## src/rtl/morph_program_sequencer_pkg.sv

```systemverilog
// Shared definitions for the morphologic program sequencer.
// - Sequencer state encoding (3-bit).
// - Opcode field widths and bit offsets:
//   opcode = {el[8:0], morph_op[2:0], in_select, logic_op[2:0]}.
// - The morph_op/logic_op code points that the processor decodes.
// - A helper that clamps a requested program length to the program depth.
package morph_program_sequencer_pkg;

  localparam int STATE_W = 3;

  typedef enum logic [STATE_W-1:0] {
    ST_IDLE    = 3'd0,
    ST_CLEAR   = 3'd1,
    ST_RUN     = 3'd2,
    ST_TX_REQ  = 3'd3,
    ST_TX_WAIT = 3'd4
  } state_t;

  localparam int EL_W       = 9;
  localparam int MORPH_OP_W = 3;
  localparam int SEL_W      = 1;
  localparam int LOGIC_OP_W = 3;
  localparam int OPCODE_W   = EL_W + MORPH_OP_W + SEL_W + LOGIC_OP_W;

  localparam int LOGIC_OP_LSB = 0;
  localparam int SEL_LSB      = LOGIC_OP_LSB + LOGIC_OP_W;
  localparam int MORPH_OP_LSB = SEL_LSB + SEL_W;
  localparam int EL_LSB       = MORPH_OP_LSB + MORPH_OP_W;

  localparam logic [MORPH_OP_W-1:0] MORPH_NOP    = 3'd0;
  localparam logic [MORPH_OP_W-1:0] MORPH_ERODE  = 3'd1;
  localparam logic [MORPH_OP_W-1:0] MORPH_DILATE = 3'd2;
  localparam logic [MORPH_OP_W-1:0] MORPH_OPEN   = 3'd3;
  localparam logic [MORPH_OP_W-1:0] MORPH_CLOSE  = 3'd4;

  localparam logic [LOGIC_OP_W-1:0] LOGIC_PASS = 3'd0;
  localparam logic [LOGIC_OP_W-1:0] LOGIC_AND  = 3'd1;
  localparam logic [LOGIC_OP_W-1:0] LOGIC_OR   = 3'd2;
  localparam logic [LOGIC_OP_W-1:0] LOGIC_XOR  = 3'd3;
  localparam logic [LOGIC_OP_W-1:0] LOGIC_NOT  = 3'd4;

  // Lengths beyond the stored program would read past the register file.
  function automatic int clamp_len(input int len, input int depth);
    return (len > depth) ? depth : len;
  endfunction

endpackage

```

## src/rtl/morph_program_sequencer_if.sv

```systemverilog
// Control/data bundle between the debug/control side (master) and the
// sequencer (slave), including the processor and TX packager signals.
// - wr_en/wr_addr/wr_data : program write port
// - prog_len/start        : run request
// - opcode/proc_ce/proc_clear : processor drive
// - tx_start/tx_busy      : serial TX handshake
// - busy/done             : run status
interface morph_program_sequencer_if #(
  parameter int AddressWidth = 2,
  parameter int OpcodeWidth  = 16
) ();
  logic                    wr_en;
  logic [AddressWidth-1:0] wr_addr;
  logic [OpcodeWidth-1:0]  wr_data;
  logic [AddressWidth:0]   prog_len;
  logic                    start;
  logic [OpcodeWidth-1:0]  opcode;
  logic                    proc_ce;
  logic                    proc_clear;
  logic                    tx_start;
  logic                    tx_busy;
  logic                    busy;
  logic                    done;

  modport master (
    output wr_en, wr_addr, wr_data, prog_len, start, tx_busy,
    input  opcode, proc_ce, proc_clear, tx_start, busy, done
  );

  modport slave (
    input  wr_en, wr_addr, wr_data, prog_len, start, tx_busy,
    output opcode, proc_ce, proc_clear, tx_start, busy, done
  );
endinterface

```

## src/rtl/morph_program_regfile.sv

```systemverilog
// Program store: 2**AddressWidth opcode registers.
// - clk, rst : clock, asynchronous active-high reset (clears every word)
// - we, waddr, wdata : synchronous write port
// - raddr, rdata     : combinational read port
module morph_program_regfile
  import morph_program_sequencer_pkg::*;
#(
  parameter int AddressWidth = 2,
  parameter int OpcodeWidth  = OPCODE_W
) (
  input  logic                    clk,
  input  logic                    rst,
  input  logic                    we,
  input  logic [AddressWidth-1:0] waddr,
  input  logic [OpcodeWidth-1:0]  wdata,
  input  logic [AddressWidth-1:0] raddr,
  output logic [OpcodeWidth-1:0]  rdata
);
  localparam int Depth = 2 ** AddressWidth;

  logic [OpcodeWidth-1:0] mem [Depth];

  always_ff @(posedge clk or posedge rst) begin
    if (rst) begin
      for (int i = 0; i < Depth; i++) mem[i] <= '0;
    end else if (we) begin
      mem[waddr] <= wdata;
    end
  end

  assign rdata = mem[raddr];
endmodule

```

## src/rtl/morph_program_sequencer.sv

```systemverilog
// Runs a stored opcode program through the morphologic processor, then
// hands the result to the serial TX packager with a start/busy handshake.
// - clk, rst : clock, asynchronous active-high reset
// - bus      : slave side of morph_program_sequencer_if (program write,
//              start/prog_len, opcode/proc_ce/proc_clear, tx_start/tx_busy,
//              busy/done)
module morph_program_sequencer
  import morph_program_sequencer_pkg::*;
#(
  parameter int AddressWidth = 2,
  parameter int OpcodeWidth  = OPCODE_W
) (
  input logic                     clk,
  input logic                     rst,
  morph_program_sequencer_if.slave bus
);
  localparam int Depth = 2 ** AddressWidth;
  localparam int LenW  = AddressWidth + 1;

  state_t                  state, state_d;
  logic [AddressWidth-1:0] pc, pc_d;
  logic [LenW-1:0]         len_q, len_d;
  logic                    done_q, done_d;
  logic                    last_op;
  logic                    prog_we;

  // The program is only writable while idle, so a run sees a stable image.
  assign prog_we = bus.wr_en && (state == ST_IDLE);

  morph_program_regfile #(
    .AddressWidth(AddressWidth),
    .OpcodeWidth (OpcodeWidth)
  ) u_regfile (
    .clk  (clk),
    .rst  (rst),
    .we   (prog_we),
    .waddr(bus.wr_addr),
    .wdata(bus.wr_data),
    .raddr(pc),
    .rdata(bus.opcode)
  );

  assign last_op = ({1'b0, pc} == (len_q - LenW'(1)));

  always_ff @(posedge clk or posedge rst) begin
    if (rst) begin
      state  <= ST_IDLE;
      pc     <= '0;
      len_q  <= '0;
      done_q <= 1'b0;
    end else begin
      state  <= state_d;
      pc     <= pc_d;
      len_q  <= len_d;
      done_q <= done_d;
    end
  end

  always_comb begin
    state_d = state;
    pc_d    = pc;
    len_d   = len_q;
    done_d  = 1'b0;
    case (state)
      ST_IDLE: begin
        if (bus.start) begin
          if (bus.prog_len != '0) begin
            len_d   = LenW'(clamp_len(int'(bus.prog_len), Depth));
            pc_d    = '0;
            state_d = ST_CLEAR;
          end else begin
            // Empty program: report completion without touching the datapath.
            done_d = 1'b1;
          end
        end
      end
      ST_CLEAR: state_d = ST_RUN;
      ST_RUN: begin
        if (last_op) begin
          pc_d    = '0;
          state_d = ST_TX_REQ;
        end else begin
          pc_d = pc + AddressWidth'(1);
        end
      end
      ST_TX_REQ: begin
        if (bus.tx_busy) state_d = ST_TX_WAIT;
      end
      ST_TX_WAIT: begin
        if (!bus.tx_busy) begin
          done_d  = 1'b1;
          state_d = ST_IDLE;
        end
      end
      default: state_d = ST_IDLE;
    endcase
  end

  // Decoded from the registered state so reset clears them immediately.
  assign bus.proc_clear = (state == ST_CLEAR);
  assign bus.proc_ce    = (state == ST_RUN);
  assign bus.tx_start   = (state == ST_TX_REQ);
  assign bus.busy       = (state != ST_IDLE);
  assign bus.done       = done_q;
endmodule

```

## src/flat_wrapper.sv

```systemverilog
// flat-port wrapper written by rule: the top's interface ports become plain ports
module morph_program_sequencer_flat import morph_program_sequencer_pkg::*;
#(
  parameter int AddressWidth = 2,
  parameter int OpcodeWidth  = OPCODE_W
)
  (clk, rst, bus_wr_en, bus_wr_addr, bus_wr_data, bus_prog_len, bus_start, bus_tx_busy, bus_opcode, bus_proc_ce, bus_proc_clear, bus_tx_start, bus_busy, bus_done);
  morph_program_sequencer_if #(.AddressWidth(AddressWidth), .OpcodeWidth(OpcodeWidth)) bus_i ();
  input logic clk;
  input logic rst;
  input wire logic [$bits(bus_i.wr_en)-1:0] bus_wr_en;
  input wire logic [$bits(bus_i.wr_addr)-1:0] bus_wr_addr;
  input wire logic [$bits(bus_i.wr_data)-1:0] bus_wr_data;
  input wire logic [$bits(bus_i.prog_len)-1:0] bus_prog_len;
  input wire logic [$bits(bus_i.start)-1:0] bus_start;
  input wire logic [$bits(bus_i.tx_busy)-1:0] bus_tx_busy;
  output wire logic [$bits(bus_i.opcode)-1:0] bus_opcode;
  output wire logic [$bits(bus_i.proc_ce)-1:0] bus_proc_ce;
  output wire logic [$bits(bus_i.proc_clear)-1:0] bus_proc_clear;
  output wire logic [$bits(bus_i.tx_start)-1:0] bus_tx_start;
  output wire logic [$bits(bus_i.busy)-1:0] bus_busy;
  output wire logic [$bits(bus_i.done)-1:0] bus_done;
  assign bus_i.wr_en = bus_wr_en;
  assign bus_i.wr_addr = bus_wr_addr;
  assign bus_i.wr_data = bus_wr_data;
  assign bus_i.prog_len = bus_prog_len;
  assign bus_i.start = bus_start;
  assign bus_i.tx_busy = bus_tx_busy;
  assign bus_opcode = bus_i.opcode;
  assign bus_proc_ce = bus_i.proc_ce;
  assign bus_proc_clear = bus_i.proc_clear;
  assign bus_tx_start = bus_i.tx_start;
  assign bus_busy = bus_i.busy;
  assign bus_done = bus_i.done;
  morph_program_sequencer #(.AddressWidth(AddressWidth), .OpcodeWidth(OpcodeWidth)) u_core (.clk(clk), .rst(rst), .bus(bus_i));
endmodule
```

## config.mk

```make
export PLATFORM = sky130hd
export DESIGN_NAME = morph_program_sequencer_flat
export DESIGN_NICKNAME = d
export VERILOG_FILES = /design/src/rtl/morph_program_sequencer_pkg.sv /design/src/rtl/morph_program_sequencer_if.sv /design/src/rtl/morph_program_regfile.sv /design/src/rtl/morph_program_sequencer.sv /design/src/flat_wrapper.sv
export SDC_FILE = /design/constraint.sdc
export NUM_CORES = 1
export LEC_CHECK = 0
export ABC_CLOCK_PERIOD_IN_PS = 7000
export CAP_MARGIN = 20
export CORE_UTILIZATION = 40
export DETAILED_ROUTE_END_ITERATION = 7
export GPL_TIMING_DRIVEN = 0
export MAX_ROUTING_LAYER = met4
export SLEW_MARGIN = 20
export SYNTH_ARGS = -nofsm -noshare
export SYNTH_HDL_FRONTEND = slang
export SYNTH_SLANG_ARGS = --single-unit
```

## constraint.sdc

```tcl
create_clock -name clk -period 7 [get_ports clk]
set_input_delay 1.75 -clock clk [delete_from_list [all_inputs] [get_ports clk]]
set_output_delay 1.75 -clock clk [all_outputs]
set_load 0.02 [all_outputs]
```

Floorplan with the power grid:
The bar under the picture is 20 um long. Pins as bars on the die edge.
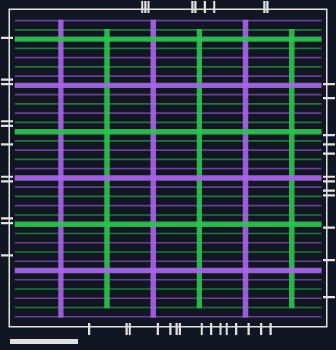
[green] VDD
[purple] VSS
met4 straps: 6
signal pins: 47
met5 straps: 6
Die Ht: 92.9 um
worst-case vdd ir drop: 214 uV

Signal wires by layer:
The bar under the picture is 20 um long.
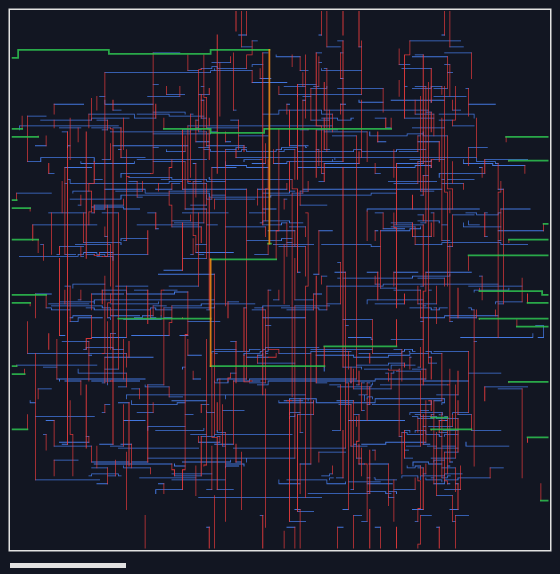
[orange] M4 | wire length: 51.7 um
[green] M3 | wire length: 263 um
[red] M2 | wire length: 3,020 um
[blue] M1 | wire length: 2,810 um
WL/cell: 16.5 um
WL final: 6150 um

==> results.yml <==
# yosys + openroad results
synthesis:
  synthCells: 208
  yosys_warnings: 0
  post_synth_num_cell_types: 33
  syn_area_sq_um: 3300
worst_setup_path:
  worstSetupStartpoint: "u_core.pc[1]$_DFFE_PP0P_"
  critPathLaunchType: "register"
  crit_path_top_delay_cell: "clkbuf_1"
  crit_path_max_incr_delay_ns: 0.61
  worstPathMaxFanout: 10
  path_class: "reg2out"
placement:
  dpl.hpwl_um: 4110
  place.gp.congestion: 0.767
die:
  fp_util_pct: 42.1
  rows: 32
  die_x_um: 92.9
  core_sq_um: 7850
  nWellTaps: 102
cts:
  postCtsSetupBuffers: 0
  clk_path_buf_depth: 2
  worstSkewPairLatency_ns: 0.34
layout:
  seq-cell-share_pct: 44.6
  largestClassByArea: "flip-flops and latches"
  flop-count: 73
  logic_area_sq_um: 1400
  diodes: 0
  areaGrowthSynthToFinish_pct: 24.0
  inverters: 7
  clkCellAreaFrac_pct: 4.28
  nFillCells: 683
route:
  drc: 0
  drtIter0Drc: 43
  ant_nets: 0
global_route:
  grt_pass1_wl_um: 10200
  track_usage_pct: 16.6
  antenna_found_initial: 0
  grt_pass1_vias: 2013
flow_run:
  warnings: 26
  drv.max_cap_violation_count: 0
timing:
  setup_violations: 0
  fmax_mhz: 231
  max-slew-margin-rel_pct: 48.2
  finalCriticalPeriod_ns: 4.32
status:
  status: "finished, final reports clean"
power:
  leakagePower_nw: 1.72
worst_hold_path:
  worstHoldStart: "u_core.u_regfile.mem[23]$_DFFE_PP0P_"
==> final timing paths <==
kind                                                         to  slack (ns)  cells after the start
max                                              bus_opcode[13]        2.68                      4
min                        u_core.u_regfile.mem[23]$_DFFE_PP0P_        0.50                      1
max reg2reg                u_core.u_regfile.mem[55]$_DFFE_PP0P_        4.85                      4
min reg2reg                u_core.u_regfile.mem[23]$_DFFE_PP0P_        0.50                      1
max in group asynchronous   u_core.u_regfile.mem[9]$_DFFE_PP0P_        4.77                      3
min in group asynchronous  u_core.u_regfile.mem[49]$_DFFE_PP0P_        1.69                      2
==> power breakdown <==
group / switching [W] / leakage, nW / total (W) / internal [W]
logic: 0.000362 / 0.743 / 0.000863 / 0.000500
registers: 0.0000966 / 0.894 / 0.000720 / 0.000623
clock network: 0.000146 / 0.0867 / 0.000294 / 0.000148
==> per-stage QoR <==
step                      area, sq um  instances  utilization [%]  setup slack [ns]  hold slack, ns
after floorplan                  3300        208                -              3.40           0.474
after global placement           3890        356             49.6              2.10           0.482
after detailed placement         3920        357             50.0              3.02           0.487
after CTS                        4100        373             52.2              2.62           0.504
after global routing             4100        373             52.2              2.56           0.512
final                            4100        373             52.2              2.68           0.500
==> worst max-delay path: cells and delay by family, from the launching register on <==
family	cells	cell delay [ns]
muxes	1	0.42
DFF	1	0.33
buffers and inverters	3	1.48
==> registers in the layout, summed over array words and instances, names as in the netlist <==
name                  cells
u_core.bus.done           1
u_core.state              3
u_core.len_q              3
u_core.pc                 2
u_core.u_regfile.mem     64
==> synthesized netlist by cell type <==
master | instances | area, sq um
xor2_1 | 2 | 17.5
inv_1 | 7 | 26.3
or4b_2 | 1 | 10.0
a31oi_1 | 2 | 12.5
a211o_1 | 1 | 8.76
nor4_1 | 1 | 6.26
nand4_1 | 2 | 12.5
mux2_2 | 65 | 732
nand3b_1 | 1 | 7.51
nor4b_4 | 1 | 23.8
xnor2_1 | 1 | 8.76
and3_1 | 2 | 12.5
buf_6 | 1 | 11.3
o21ai_0 | 2 | 10.0
nor3_1 | 3 | 15.0
nor3b_4 | 1 | 18.8
nand2b_1 | 2 | 12.5
mux2i_1 | 2 | 20.0
ha_1 | 1 | 12.5
dfrtp_1 | 73 | 1830
a32o_1 | 1 | 10.0
nand3_2 | 1 | 10.0
a22o_1 | 1 | 8.76
nor3b_1 | 1 | 7.51
clkbuf_1 | 4 | 15.0
nor2b_1 | 2 | 12.5
mux4_2 | 16 | 360
nand3_1 | 1 | 5.00
o21a_1 | 1 | 7.51
or3_1 | 1 | 6.26
nand3b_2 | 2 | 22.5
buf_2 | 5 | 25.0
o31ai_1 | 1 | 7.51
==> logic make-up (layout without fill, tap and decap cells) <==
kind of cell	Yosys count	after routing	share of synthesized area, %
flops	73	73	55.3
xor+xnor	3	3	0.796
buf+inv	17	80	2.35
simple gates	22	22	5.53
compound gates	9	9	1.97
fa+ha+maj	1	1	0.379
mux	83	83	33.7
==> layer usage <==
layer / vias up / global-route usage, % / part of all wire, %
met2: 37 / 25.9 / 49
li1: 897 / - / -
met5: - / - / 0
met3: 5 / 5.91 / 4.3
met1: 1009 / 20.5 / 46
met4: 0 / 4.62 / 0.83
Power and IR drop assume default switching activity.
